Fig. 1: run 1, placed cells, one color a class
Drawn at 4 px/um. Fill, decap, tap and diode cells in gray.
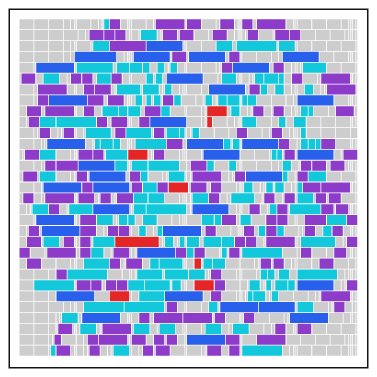
Fig. 2: run 1, routing congestion
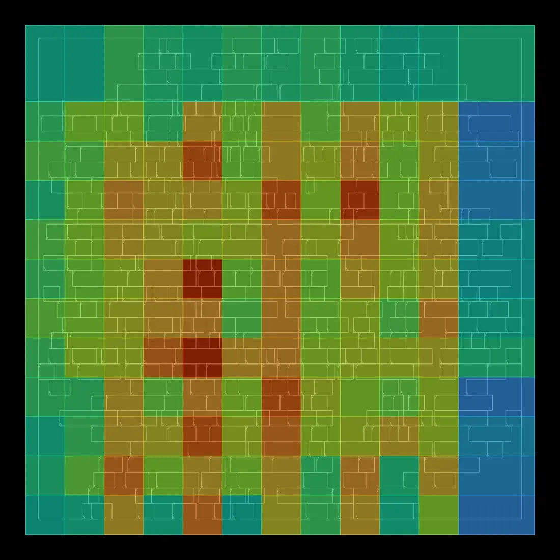
Fig. 3: run 1, cell sizes after repair
Drawn at 4 px/um.
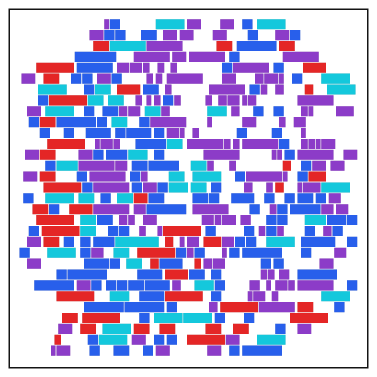
==> config.mk <==
export PLATFORM = sky130hd
export DESIGN_NAME = pc_sequencer
export DESIGN_NICKNAME = d
export VERILOG_FILES = /design/src/rtl/pc_sequencer.sv
export SDC_FILE = /design/constraint.sdc
export NUM_CORES = 1
export LEC_CHECK = 0
export CAP_MARGIN = 30
export CELL_PAD_IN_SITES_DETAIL_PLACEMENT = 0
export CELL_PAD_IN_SITES_GLOBAL_PLACEMENT = 1
export CORE_MARGIN = 2
export CORE_UTILIZATION = 29
export CTS_CLUSTER_DIAMETER = 40
export DETAILED_ROUTE_END_ITERATION = 8
export PLACE_DENSITY_LB_ADDON = 0.1
export SYNTH_ARGS = -nofsm -noshare
export SYNTH_HDL_FRONTEND = slang
export SYNTH_SLANG_ARGS = --single-unit
==> constraint.sdc <==
create_clock -name Clk -period 2.2 [get_ports Clk]
set_clock_uncertainty 0.2 [all_clocks]
set_input_delay 0.44 -clock Clk [delete_from_list [all_inputs] [get_ports Clk]]
set_output_delay 0.44 -clock Clk [all_outputs]
set_load 0.05 [all_outputs]
==> qor.csv, run 1 <==
metric;value;unit
part of the total power dissipated in sequential elements;0.293;
most numerous cell in the Yosys netlist;dfrtp_1;
register share after synthesis;0.4281;
DRC;0;
worst setup slack after placement;-405.6;ps
endpoint class of the critical path;primary output;
number of design-rule violations left by the first detailed-router iteration;58;
Seq group;827;uW
timing-limited maximum frequency;0.4011;GHz
IR Drop Worst-Case VDD;0.3559;mV
via count of the first global-routing pass;2217;
cell internal power dissipation;1703;uW
total length of routed met3 wires;351;um
post-synthesis adder-cell area fraction;0.005938;
pin count of the biggest net entering global routing;21;
total cells reported by yosys after synthesis;208;
post-synthesis sequential element count;36;
Critical Path RT;1560;ps
buffer count from post-CTS setup fixing;19;
class of the tightest hold or removal check;reg -> reg;
Worst-Margin Slew;531.9;ps
total power;2825;uW
Slew HR;0.6443;
crit path kind;reg -> out;
number of buffers inserted for hold repair after clock tree synthesis;1;
number of tap cells inserted;99;
Non-Filler Cell Area, Final;4352;sq um
multi-input logic portion of the cell area;0.3511;
Root Buffer Master;clkbuf_8;
post-synth top area cell;dfrtp_1;
RSZ-0062 raised after global routing;true;
Max-area cell class;buffers;
Worst R2R Setup Slack;0;ps
Layout Nets;393;
run status;finished with violations;
count of inverters other than clock inverters in the layout;7;
post-detailed-placement half-perimeter wirelength;5267;um
per-cell via count in the routed design;4.752;
Vert. Die Dim;89.24;um
final setup TNS;-2362;ps
I/O pins;81;
min Tclk post-route;2493;ps
per-instance average area after synthesis;10.13;sq um
via total after detailed routing;2219;
fin. max-slew vios;0;
Die X;89.24;um
top cells by area, synth;dfrtp_1 (42%), mux2_2 (9.6%), xnor2_1 (6.7%);
Min Hold Slack;305.5;ps
library cells used by synthesis;47;
diode insertion count for antenna repair;0;
area of the multi-input gates;1528;sq um
Die Size;7964;sq um
clk buf depth;2;
area fraction in compound gates after synthesis;0.1265;
master of the slowest instance on the critical path;or4_4;
Largest type area fraction;0.4157;
setup slack after layout;-292.9;ps
Comb. pwr;1410;uW
Critical Path Stages;5;
cts bufs inserted;5;
slowest cell delay on critical path;490;ps
failing checks;negative setup slack;
Finish-stage setup viols;13;
Filler Cells Inserted;634;
top cells by instance count after synthesis;dfrtp_1 (35), o21ai_0 (21), mux2_2 (18), xnor2_1 (16), nor2_1 (13);
relative contribution of the clock network to total power;0.209;
leading cell types in the layout, fill and taps excluded;buf_4 (97), clkdlybuf4s50_1 (28), dfrtp_1 (21), o21ai_0 (21), buf_12 (17);
Net Sw Frac;0.3972;
number of enable flip-flop cells;0;
Top Metal Used;met4;
Syn Inst Count;208;
largest combinational cell category by area;simple AND/OR/NAND/NOR gates;
non-filler cells in the finished layout;467;
final WL;7185;um
Simple-Gate Area Share;0.1859;
non-clock buffer contribution to total cell area;0.3761;
initial antenna violation count;0;
endpoint arrival time on the critical path;1850;ps
Clock transition at path regs;80;ps
About Fig. 1:
blue -> flip-flops  # cells 36, share of their area 22%
red -> clock drivers and dummy loads  # cells 8, share of their area 2.5%
cyan -> all other logic  # cells 157, share of their area 37%
purple -> other buffers and delay cells  # cells 167, share of their area 39%
share of cell area taken by flip-flops and latches: 0.2119
number of placement rows: 31
final core occ: 0.6097
core region area: 7137 sq um

About Fig. 2:
post-DR wirelength/cell: 15.39 um
met1 track demand over resource: 0.2587
global routing usage on met2: 0.2970
all-layer global routing usage: 0.1872
busiest layer in global routing: met2

About Fig. 3:
cyan -> drive 6 and up  # cells 41, share 11%
red -> drive 2  # cells 44, share 12%
purple -> drive 1 or less  # cells 148, share 40%
blue -> drive 3 to 4  # cells 135, share 37%
Non-clk bufs: 167
area added between synthesis and finish: 106.5%
setup slack after layout: -292.9 ps

Fig. 4: run 1, gate-type map
Drawn at 4 px/um.
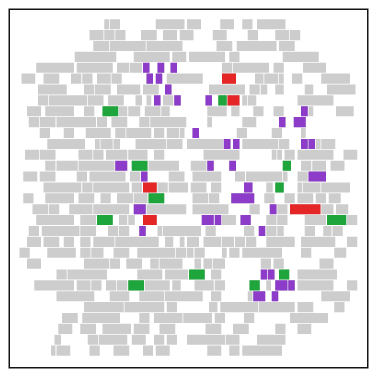

==> run 1 -> run 2 <==
- CORE_UTILIZATION: 29 -> 33
- clock period: 2.2 -> 2.4 ns (I/O delays scaled with it)
Fig. 5: run 2, gate-type map
Drawn at 4 px/um.
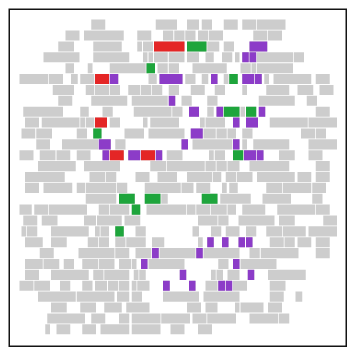
purple -> inverting AOI/OAI gates  # cells 37, most used o21ai_0
green -> AND and OR gates  # cells 12, most used and3_1
red -> AND-OR and OR-AND gates  # cells 5, most used o311a_1
Commonest Layout Cell: buf_4
non-filler cells in the finished layout: 414
multi-input logic portion of the cell area: 0.3557

==> qor.csv, run 2 <==
metric;value;unit
timing-limited maximum frequency;0.4017;GHz
IR Drop Worst-Case VDD;0.3279;mV
top cells by instance count after synthesis;dfrtp_1 (35), o21ai_0 (21), mux2_2 (18), xnor2_1 (16), nor2_1 (13);
total cells reported by yosys after synthesis;208;
RSZ-0062 raised after global routing;true;
class of the tightest hold or removal check;in -> async;
total power;2385;uW
busiest layer in global routing;met2;
part of the total power dissipated in sequential elements;0.323;
area of the multi-input gates;1398;sq um
Non-Filler Cell Area, Final;3929;sq um
non-clock buffer contribution to total cell area;0.3545;
number of tap cells inserted;77;
setup slack after layout;-89.18;ps
DRC;0;
endpoint arrival time on the critical path;1810;ps
Finish-stage setup viols;6;
Vert. Die Dim;83.91;um
endpoint class of the critical path;primary output;
met1 track demand over resource;0.2628;
area added between synthesis and finish;86.46;%
final setup TNS;-332.6;ps
slowest cell delay on critical path;540;ps
area fraction in compound gates after synthesis;0.1265;
relative contribution of the clock network to total power;0.187;
master of the slowest instance on the critical path;dfstp_2;
crit path kind;reg -> out;
share of cell area taken by flip-flops and latches;0.2344;
library cells used by synthesis;47;
fin. max-slew vios;0;
Top Metal Used;met4;
post-synth top area cell;dfrtp_1;
clk buf depth;2;
number of design-rule violations left by the first detailed-router iteration;83;
Simple-Gate Area Share;0.1859;
cell internal power dissipation;1415;uW
pin count of the biggest net entering global routing;26;
Comb. pwr;1170;uW
Non-clk bufs;136;
Root Buffer Master;clkbuf_8;
final core occ;0.6259;
per-instance average area after synthesis;10.13;sq um
failing checks;negative hold slack, negative setup slack;
Min Hold Slack;-3.865;ps
Critical Path Stages;5;
Net Sw Frac;0.4065;
Critical Path RT;1720;ps
post-detailed-placement half-perimeter wirelength;4759;um
critical path, cell by cell;or4b_4 > o21ai_4 > nand2_2 > clkinv_4 > buf_8;
top cells by area, synth;dfrtp_1 (42%), mux2_2 (9.6%), xnor2_1 (6.7%);
count of final hold-check violations;6;
Worst R2R Setup Slack;150;ps
run status;finished with violations;
buffer count from post-CTS setup fixing;17;
post-synthesis adder-cell area fraction;0.005938;
total length of routed met3 wires;325;um
global routing usage on met2;0.2916;
per-cell via count in the routed design;4.993;
min Tclk post-route;2489;ps
leading cell types in the layout, fill and taps excluded;buf_4 (57), clkdlybuf4s50_1 (48), o21ai_0 (21);
Die X;83.91;um
Max-area cell class;combinational gates;
largest combinational cell category by area;simple AND/OR/NAND/NOR gates;
cts bufs inserted;5;
via count of the first global-routing pass;2100;
register share after synthesis;0.4281;
Syn Inst Count;208;
I/O pins;81;
most numerous cell in the Yosys netlist;dfrtp_1;
number of enable flip-flop cells;0;
Slew HR;0.6029;
Seq group;769;uW
number of placement rows;29;
number of buffers inserted for hold repair after clock tree synthesis;0;
post-synthesis sequential element count;36;
Layout Nets;362;
core region area;6277;sq um
initial antenna violation count;0;
Die Size;7040;sq um
count of inverters other than clock inverters in the layout;7;
Fig. 6: run 2, M3 wires
Drawn at 6 px/um.
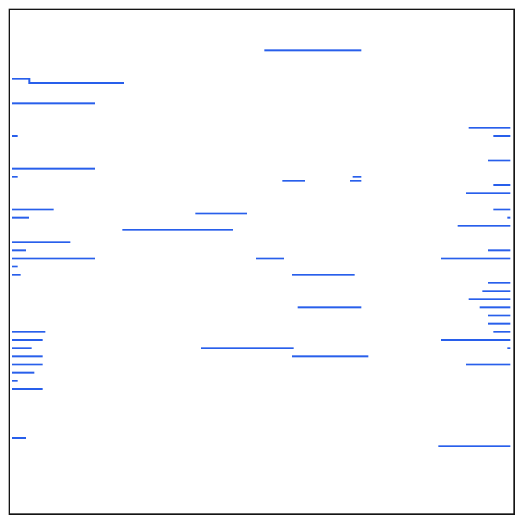
longest straight run = 18.2 um
share of all routed wire = 5.0%
final WL: 6515 um
via total after detailed routing: 2,067
met3 track demand over resource: 0.04847

Power is estimated from default activity; no workload was simulated.
